<file path="src/rtl/seq_pkg.sv">
// Shared types and constants for the multi-cycle instruction sequencer:
// FSM state codes, latched operation classes and the opcode map.
package seq_pkg;

   typedef enum logic [2:0] {
      S_IDLE   = 3'd0,
      S_FETCH  = 3'd1,
      S_DECODE = 3'd2,
      S_EXEC   = 3'd3,
      S_MEM    = 3'd4,
      S_WB     = 3'd5,
      S_HALT   = 3'd6,
      S_ERR    = 3'd7
   } seq_state_e;

   typedef enum logic [2:0] {
      CLS_NONE = 3'd0,
      CLS_ALU  = 3'd1,
      CLS_BR   = 3'd2,
      CLS_LD   = 3'd3,
      CLS_ST   = 3'd4,
      CLS_CALL = 3'd5,
      CLS_HLT  = 3'd6
   } op_class_e;

   localparam logic [5:0] OP_ADD   = 6'd0;
   localparam logic [5:0] OP_SUB   = 6'd1;
   localparam logic [5:0] OP_AND   = 6'd2;
   localparam logic [5:0] OP_BEQ   = 6'd3;
   localparam logic [5:0] OP_BNE   = 6'd4;
   localparam logic [5:0] OP_LW    = 6'd5;
   localparam logic [5:0] OP_SW    = 6'd6;
   localparam logic [5:0] OP_OR    = 6'd7;
   localparam logic [5:0] OP_XOR   = 6'd8;
   localparam logic [5:0] OP_CALL  = 6'd9;
   localparam logic [5:0] HALT_OPC = 6'b111111;

endpackage

</file>
<file path="src/rtl/op_classifier.sv">
// Combinational opcode classifier: maps the IR opcode field onto an
// operation class and flags opcodes that have no defined class.
module op_classifier
   import seq_pkg::*;
#(
   parameter int unsigned OPC_W = 6
) (
   input  logic [OPC_W-1:0] i_opcode,
   output logic [2:0]       o_class,
   output logic             o_illegal
);

   always_comb begin
      o_class   = CLS_NONE;
      o_illegal = 1'b0;
      if (i_opcode == '1) begin
         o_class = CLS_HLT;
      end else begin
         case (i_opcode)
            OPC_W'(OP_ADD), OPC_W'(OP_SUB), OPC_W'(OP_AND),
            OPC_W'(OP_OR),  OPC_W'(OP_XOR):  o_class = CLS_ALU;
            OPC_W'(OP_BEQ), OPC_W'(OP_BNE):  o_class = CLS_BR;
            OPC_W'(OP_LW):                   o_class = CLS_LD;
            OPC_W'(OP_SW):                   o_class = CLS_ST;
            OPC_W'(OP_CALL):                 o_class = CLS_CALL;
            default:                         o_illegal = 1'b1;
         endcase
      end
   end

endmodule

</file>
<file path="src/rtl/instr_sequencer.sv">
// Multi-cycle FETCH/DECODE/EXEC/MEM/WB sequencer. Owns the memory handshakes,
// request timeouts and the retired-instruction counter; gates IR/PC/RF updates.
module instr_sequencer
   import seq_pkg::*;
#(
   parameter int unsigned OPC_W   = 6,
   parameter int unsigned TIMEOUT = 15,
   parameter int unsigned CNT_W   = 16
) (
   input  logic             clk,
   input  logic             rst,
   input  logic             start,
   input  logic [OPC_W-1:0] opcode,
   input  logic             imem_ready,
   input  logic             dmem_ready,
   output logic             imem_req,
   output logic             ir_load,
   output logic             dmem_req,
   output logic             dmem_we,
   output logic             reg_wr_en,
   output logic             pc_update,
   output logic             busy,
   output logic             halted,
   output logic             err,
   output logic [2:0]       state,
   output logic [CNT_W-1:0] retired_cnt
);

   localparam int unsigned WAIT_W = (TIMEOUT < 2) ? 1 : $clog2(TIMEOUT);
   localparam logic [WAIT_W-1:0] WAIT_LAST = (TIMEOUT == 0) ? '0 : WAIT_W'(TIMEOUT - 1);

   seq_state_e        r_state;
   seq_state_e        w_next_state;
   op_class_e         r_op_class;
   op_class_e         w_next_class;
   logic [WAIT_W-1:0] r_wait_cnt;
   logic [CNT_W-1:0]  r_retired_cnt;

   logic [2:0]        w_class_raw;
   op_class_e         w_class;
   logic              w_illegal;
   logic              w_timeout;
   logic              w_wait_clr;
   logic              w_wait_inc;

   op_classifier #(
      .OPC_W (OPC_W)
   ) u_classifier (
      .i_opcode  (opcode),
      .o_class   (w_class_raw),
      .o_illegal (w_illegal)
   );

   assign w_class   = op_class_e'(w_class_raw);
   assign w_timeout = (TIMEOUT != 0) && (r_wait_cnt == WAIT_LAST);

   always_ff @(posedge clk) begin
      if (rst) begin
         r_state       <= S_IDLE;
         r_op_class    <= CLS_NONE;
         r_wait_cnt    <= '0;
         r_retired_cnt <= '0;
      end else begin
         r_state    <= w_next_state;
         r_op_class <= w_next_class;
         if (w_wait_clr) begin
            r_wait_cnt <= '0;
         end else if (w_wait_inc) begin
            r_wait_cnt <= r_wait_cnt + 1'b1;
         end
         if (pc_update) begin
            r_retired_cnt <= r_retired_cnt + 1'b1;
         end
      end
   end

   // Every transition into FETCH or MEM raises w_wait_clr so each request starts a fresh timeout window.
   always_comb begin
      w_next_state = r_state;
      w_next_class = r_op_class;
      w_wait_clr   = 1'b0;
      w_wait_inc   = 1'b0;
      imem_req     = 1'b0;
      ir_load      = 1'b0;
      dmem_req     = 1'b0;
      dmem_we      = 1'b0;
      reg_wr_en    = 1'b0;
      pc_update    = 1'b0;

      case (r_state)
         S_IDLE: begin
            if (start) begin
               w_next_state = S_FETCH;
               w_wait_clr   = 1'b1;
            end
         end

         S_FETCH: begin
            imem_req = 1'b1;
            if (imem_ready) begin
               ir_load      = 1'b1;
               w_next_state = S_DECODE;
            end else if (w_timeout) begin
               w_next_state = S_ERR;
            end else begin
               w_wait_inc = 1'b1;
            end
         end

         S_DECODE: begin
            if (w_illegal) begin
               w_next_class = CLS_NONE;
               w_next_state = S_ERR;
            end else begin
               w_next_class = w_class;
               w_next_state = S_EXEC;
            end
         end

         S_EXEC: begin
            case (r_op_class)
               CLS_BR: begin
                  pc_update    = 1'b1;
                  w_next_state = S_FETCH;
                  w_wait_clr   = 1'b1;
               end
               CLS_LD, CLS_ST: begin
                  w_next_state = S_MEM;
                  w_wait_clr   = 1'b1;
               end
               CLS_ALU, CLS_CALL: w_next_state = S_WB;
               CLS_HLT:           w_next_state = S_HALT;
               default:           w_next_state = S_ERR;
            endcase
         end

         S_MEM: begin
            dmem_req = 1'b1;
            dmem_we  = (r_op_class == CLS_ST);
            if (dmem_ready) begin
               if (r_op_class == CLS_ST) begin
                  pc_update    = 1'b1;
                  w_next_state = S_FETCH;
                  w_wait_clr   = 1'b1;
               end else begin
                  w_next_state = S_WB;
               end
            end else if (w_timeout) begin
               w_next_state = S_ERR;
            end else begin
               w_wait_inc = 1'b1;
            end
         end

         S_WB: begin
            reg_wr_en    = 1'b1;
            pc_update    = 1'b1;
            w_next_state = S_FETCH;
            w_wait_clr   = 1'b1;
         end

         default: begin
            w_next_state = r_state;
         end
      endcase
   end

   assign busy        = (r_state != S_IDLE) && (r_state != S_HALT) && (r_state != S_ERR);
   assign halted      = (r_state == S_HALT);
   assign err         = (r_state == S_ERR);
   assign state       = r_state;
   assign retired_cnt = r_retired_cnt;

endmodule

</file>
<file path="config.mk">
export PLATFORM = sky130hd
export DESIGN_NAME = instr_sequencer
export DESIGN_NICKNAME = d
export VERILOG_FILES = /design/src/rtl/seq_pkg.sv /design/src/rtl/op_classifier.sv /design/src/rtl/instr_sequencer.sv
export SDC_FILE = /design/constraint.sdc
export NUM_CORES = 1
export LEC_CHECK = 0
export CAP_MARGIN = 20
export CORE_UTILIZATION = 35
export CTS_CLUSTER_DIAMETER = 200
export DETAILED_ROUTE_END_ITERATION = 6
export PLACE_DENSITY = 0.66
export SLEW_MARGIN = 20
export SYNTH_ARGS = -nofsm -noshare
export SYNTH_HDL_FRONTEND = slang
export SYNTH_SLANG_ARGS = --single-unit
</file>
<file path="constraint.sdc">
create_clock -name clk -period 1.6 [get_ports clk]
set_input_delay 0.32 -clock clk [delete_from_list [all_inputs] [get_ports clk]]
set_output_delay 0.32 -clock clk [all_outputs]
set_load 0.03 [all_outputs]
</file>
==> impl_metrics.json, run 1 <==
{
  "outcome": "complete, but fails checks",
  "violations": "negative setup slack",
  "grt_pass1_wl_um": 7314,
  "relSlewSlack_pct": 78.85,
  "drive_gt1_share_pct": 40.07,
  "top_cell_area_share_pct": 29.38,
  "critical_path.cell_chain": "buf_8 -> nand2b_4 -> nor4_4 -> buf_6",
  "ys_types": 59,
  "dpl_cell_area_sq_um": 2437,
  "cp_slowest_cell": "dfxtp_4",
  "track_usage_pct": 17.11,
  "rsz0062_at_grt": "true",
  "yosys_cells": 211,
  "hp-class": "register to register",
  "fin_hold_ws_ns": 0.5004,
  "setup_ws_ns": -0.08714,
  "final-setup-viol-count": 2,
  "max_freq_mhz": 592.7,
  "edf_count": 0,
  "grt_antenna_before_repair": 0,
  "finClkSkew_ns": 0.002086,
  "peakVddDrop_mv": 0.3395
}
[run 1: metal layers]
layer  part of all wire, %  global-route usage [%]
met1                    48                   22.99
met2                    50                   29.12
met3                   1.8                   2.901
met4                  0.60                   2.614
met5                     0                       0
[run 1: state kept, by name, summed over array words and instances (netlist names)]
name and flops:
r_op_class 3, r_wait_cnt 4, retired_cnt 16, state 3
[run 1: worst paths after layout]
path	startpoint	end	slack, ns	cells past startpoint
max	state[1]$_SDFFE_PP0P_	dmem_we	-0.09	4
min	retired_cnt[1]$_SDFFE_PP0P_	retired_cnt[1]$_SDFFE_PP0P_	0.50	2
max reg2reg	r_op_class[1]$_SDFFE_PP0P_	retired_cnt[15]$_SDFFE_PP0P_	-0.03	5
min reg2reg	retired_cnt[1]$_SDFFE_PP0P_	retired_cnt[1]$_SDFFE_PP0P_	0.50	2
[run 1: cell usage in the layout, fill, tap and decap left out, types with 3 or more instances in the layout]
cell type	Yosys	routed
buf_4	2	38
mux2_4	2	9
dlygate4sd2_1	0	20
clkbuf_8	0	4
nand4_1	5	5
a21oi_1	17	11
and3_1	3	3
a21o_1	3	3
nor2b_1	17	17
dfxtp_4	0	4
and2_4	0	3
nor2_1	26	24
nor3_1	7	7
nand3_1	6	6
o21ai_0	4	4
o211ai_1	3	3
clkdlybuf4s50_1	0	9
dfxtp_2	0	9
a31oi_1	3	3
dfxtp_1	26	13
nand2_1	10	8
xor2_1	3	3
buf_6	1	10
ha_1	3	3
a21oi_2	0	6
[run 1: through the flow]
step / total power, mW / std cells
after global placement: 1.197 / 334
after detailed placement: 1.201 / 334
after CTS: 1.680 / 343
after global routing: 1.776 / 349
final: 1.689 / 349
after floorplan: 1.043 / 211
[run 1: worst max-delay path, delay by kind of cell, from the launching register on]
family | cells | cell delay [ns]
AND/OR/NAND/NOR | 2 | 0.42
flip-flops | 1 | 0.38
buffers and inverters | 2 | 0.29
[run 1: power by group]
part / total [mW] / internal, mW / switching, mW
Combinational: 0.553 / 0.266 / 0.287
Clock: 0.430 / 0.220 / 0.209
Sequential: 0.706 / 0.673 / 0.0338
[run 1: what timing repair did]
action,in CTS,in global routing
pin swaps,5,11
gates cloned,0,0
hold buffers,0,0
hold endpoints to repair,0,0
gates resized,44,19
buffers inserted,5,6
endpoints found under the setup margin,28,13
[run 1: kinds of logic (layout without fill, tap and decap cells)]
group	count (synthesis)	count (layout)	synth area share, %
flip-flops	26	26	29.38
XOR/XNOR	4	4	1.978
AND-OR/OR-AND	49	49	20.55
AND/OR/NAND/NOR	101	101	32.63
adder cells (fa/ha/maj)	3	3	2.119
multiplexers	14	14	9.251
buffers and inverters	14	85	4.095
[run 1: final cells by class]
| type | count | area share, % |
|---|---|---|
| multi-input combinational | 171 | 48.39 |
| tap | 67 | 3.073 |
| clock buffer | 4 | 2.018 |
| inverter | 1 | 0.1376 |
| timing repair buffer | 80 | 26.33 |
| sequential | 26 | 20.05 |
**Run 1: logic cells by family**

Scale bar: 20 um.
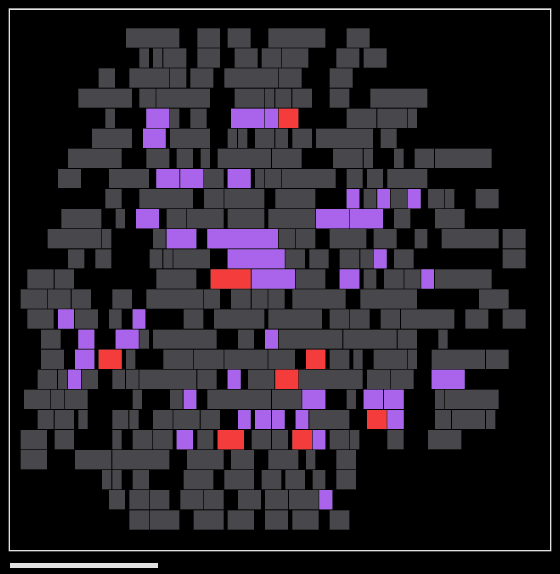
legend:
  purple:
    family: aoi and oai cells
    cells: 41
  red:
    family: non-inverting ao/oa cells
    cells: 8
post-route insts no fill: 349
Comb/total area: 48.39%

**Run 1: wiring by layer**

Only two layers are drawn.
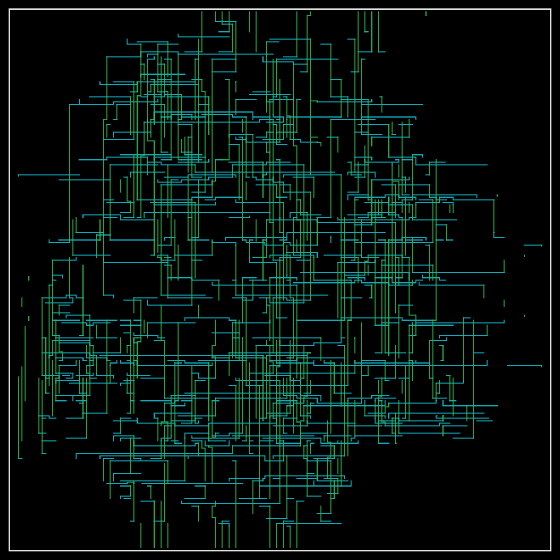
legend:
  cyan:
    layer: M1
    wire_length: 2130 um
  green:
    layer: M2
    wire_length: 2240 um
overall routed net length: 4476 um
DR vias: 1788
Routed wire per std cell: 12.83 um

**Run 1: ports around the boundary**

Pins as bars across the die edge, other pins in grey.
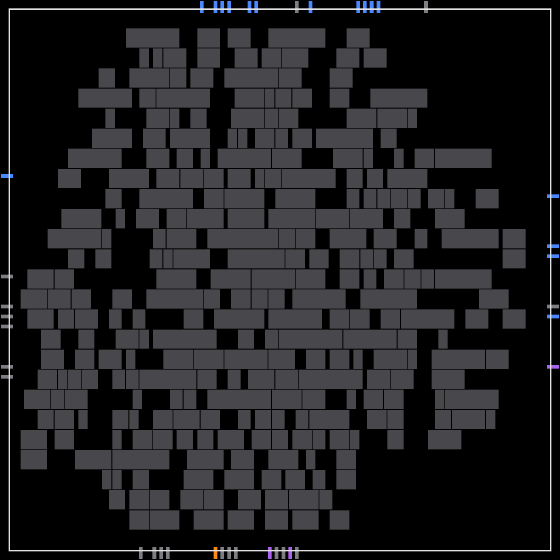
legend:
  orange:
    port: imem_req
    pins: 1
    direction: output
    edge: bottom
  purple:
    port: state
    pins: 3
    direction: output
    edge: 2 bottom, 1 right
  blue:
    port: retired_cnt
    pins: 16
    direction: output
    edge: 11 top, 4 right, 1 left
die height: 73.15 um
# port buffers: 38
die width: 73.15 um

==> run 2, diff against run 1 <==
--- a/config.mk
+++ b/config.mk
@@ -9,6 +9,8 @@
 export CORE_UTILIZATION = 35
 export CTS_CLUSTER_DIAMETER = 200
 export DETAILED_ROUTE_END_ITERATION = 6
+export GPL_ROUTABILITY_DRIVEN = 0
+export GPL_TIMING_DRIVEN = 1
 export PLACE_DENSITY = 0.66
 export SLEW_MARGIN = 20
 export SYNTH_ARGS = -nofsm -noshare
**Run 2: sequential cells grouped by signal name**

Scale bar: 20 um. Other sequential cells in the stronger grey, the rest of the logic in the fainter grey.
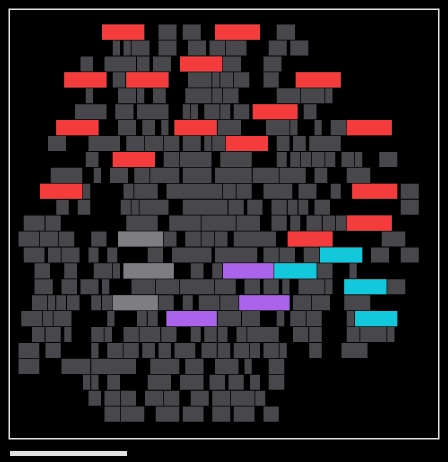
legend:
  purple:
    name_in_the_netlist: state
    sequential_cells: 3
  red:
    name_in_the_netlist: retired_cnt
    sequential_cells: 16
  cyan:
    name_in_the_netlist: r_wait_cnt
    sequential_cells: 4
not coloured: 3
Util after Layout: 56.99%
seq pwr: 0.706 mW
storage element area: 546.8 sq um

**Run 2: wiring by layer**

Only two layers are drawn.
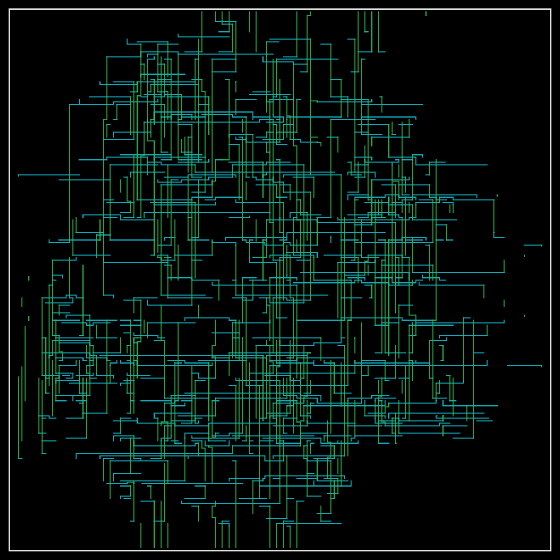
GRT Overall Usage: 17.11%

==> impl_metrics.json, run 2 <==
{
  "ys_types": 59,
  "cp_slowest_cell": "dfxtp_4",
  "dieWidth_um": 73.15,
  "drt-met1-wl_um": 2128,
  "grt_pass1_wl_um": 7314,
  "setup_ws_ns": -0.08714,
  "seqPwrFrac_pct": 41.8,
  "outcome": "complete, but fails checks",
  "grt_antenna_before_repair": 0,
  "layoutNonFillerInstCount": 349,
  "yosys_cells": 211,
  "met2_length_um": 2237,
  "combPwrFrac_pct": 32.7,
  "final-setup-viol-count": 2,
  "pwr-share-clk_pct": 25.4,
  "top_cell_area_share_pct": 29.38,
  "cts_hold_buffers": 0,
  "wire_per_inst_um": 12.83,
  "p_sw_share_pct": 31.41,
  "aoi_share_pct": 20.55,
  "most-common-layout-cells": "buf_4 (38), nor2_1 (24), dlygate4sd2_1 (20)",
  "violations": "negative setup slack",
  "switching_power_mw": 0.5305,
  "p_total_mw": 1.689,
  "die_h_um": 73.15,
  "peakVddDrop_mv": 0.3395,
  "dp.cells": 334,
  "hp-class": "register to register",
  "io_buffers": 38
}
[run 2: worst paths after layout]
check                                                  from                           end  slack [ns]  cells past startpoint
worst max-delay path                  state[1]$_SDFFE_PP0P_                       dmem_we       -0.09                      4
worst min-delay path            retired_cnt[1]$_SDFFE_PP0P_   retired_cnt[1]$_SDFFE_PP0P_        0.50                      2
worst max register to register   r_op_class[1]$_SDFFE_PP0P_  retired_cnt[15]$_SDFFE_PP0P_       -0.03                      5
worst min register to register  retired_cnt[1]$_SDFFE_PP0P_   retired_cnt[1]$_SDFFE_PP0P_        0.50                      2
[run 2: power groups by stage]
| stage | registers (mW) | logic [mW] | clock network, mW |
|---|---|---|---|
| floorplan | 0.729 | 0.314 | 0 |
| global placement | 0.719 | 0.478 | 0 |
| detailed placement | 0.718 | 0.483 | 0 |
| CTS | 0.707 | 0.524 | 0.450 |
| global route | 0.712 | 0.594 | 0.471 |
| finish | 0.706 | 0.553 | 0.430 |
[run 2: layout make-up]
class | instances | area [sq um]
inverters | 1 | 3.754
multi-input cells | 171 | 1320
flip-flops and latches | 26 | 546.8
well taps | 67 | 83.83
repair buffers | 80 | 718.2
fillers | 445 | 2058
clock buffers | 4 | 55.05
[run 2: worst min-delay path, stage by stage (launching register included)]
cell and delay, ns:
dfxtp_2 0.35, nand3_1 0.07, a21oi_1 0.05
[run 2: per-stage QoR]
stage	worst slack (ns)	TNS, ns	hold slack (ns)	util [%]	instance area [sq um]
2_1_floorplan	-0.01605	-0.01605	0.4923	-	1858
3_3_place_gp	-0.3371	-5.131	0.4743	50.93	2437
3_5_place_dp	-0.3328	-5.048	0.4855	50.93	2437
4_1_cts	-0.1058	-0.1807	0.5003	54.38	2603
5_1_grt	-0.1451	-0.6495	0.5261	56.99	2728
6_report	-0.08714	-0.1197	0.5004	56.99	2728
[run 2: logic make-up (layout without fill, tap and decap cells)]
group           count (synthesis)  count (layout)
compound gates                 49              49
xor+xnor                        4               4
fa+ha+maj                       3               3
buf+inv                        14              85
flops                          26              26
mux                            14              14
simple gates                  101             101
[run 2: what timing repair did]
item                                    in CTS  in global routing
setup buffers                                5                  6
gates resized                               44                 19
pin swaps                                    5                 11
gates cloned                                 0                  0
endpoints found under the setup margin      28                 13
[run 2: layer usage]
layer,track usage [%],vias up
li1,-,906
met1,22.99,859
met2,29.12,21
met3,2.901,2
met4,2.614,0
met5,0,-
Power is estimated from default activity; no workload was simulated.
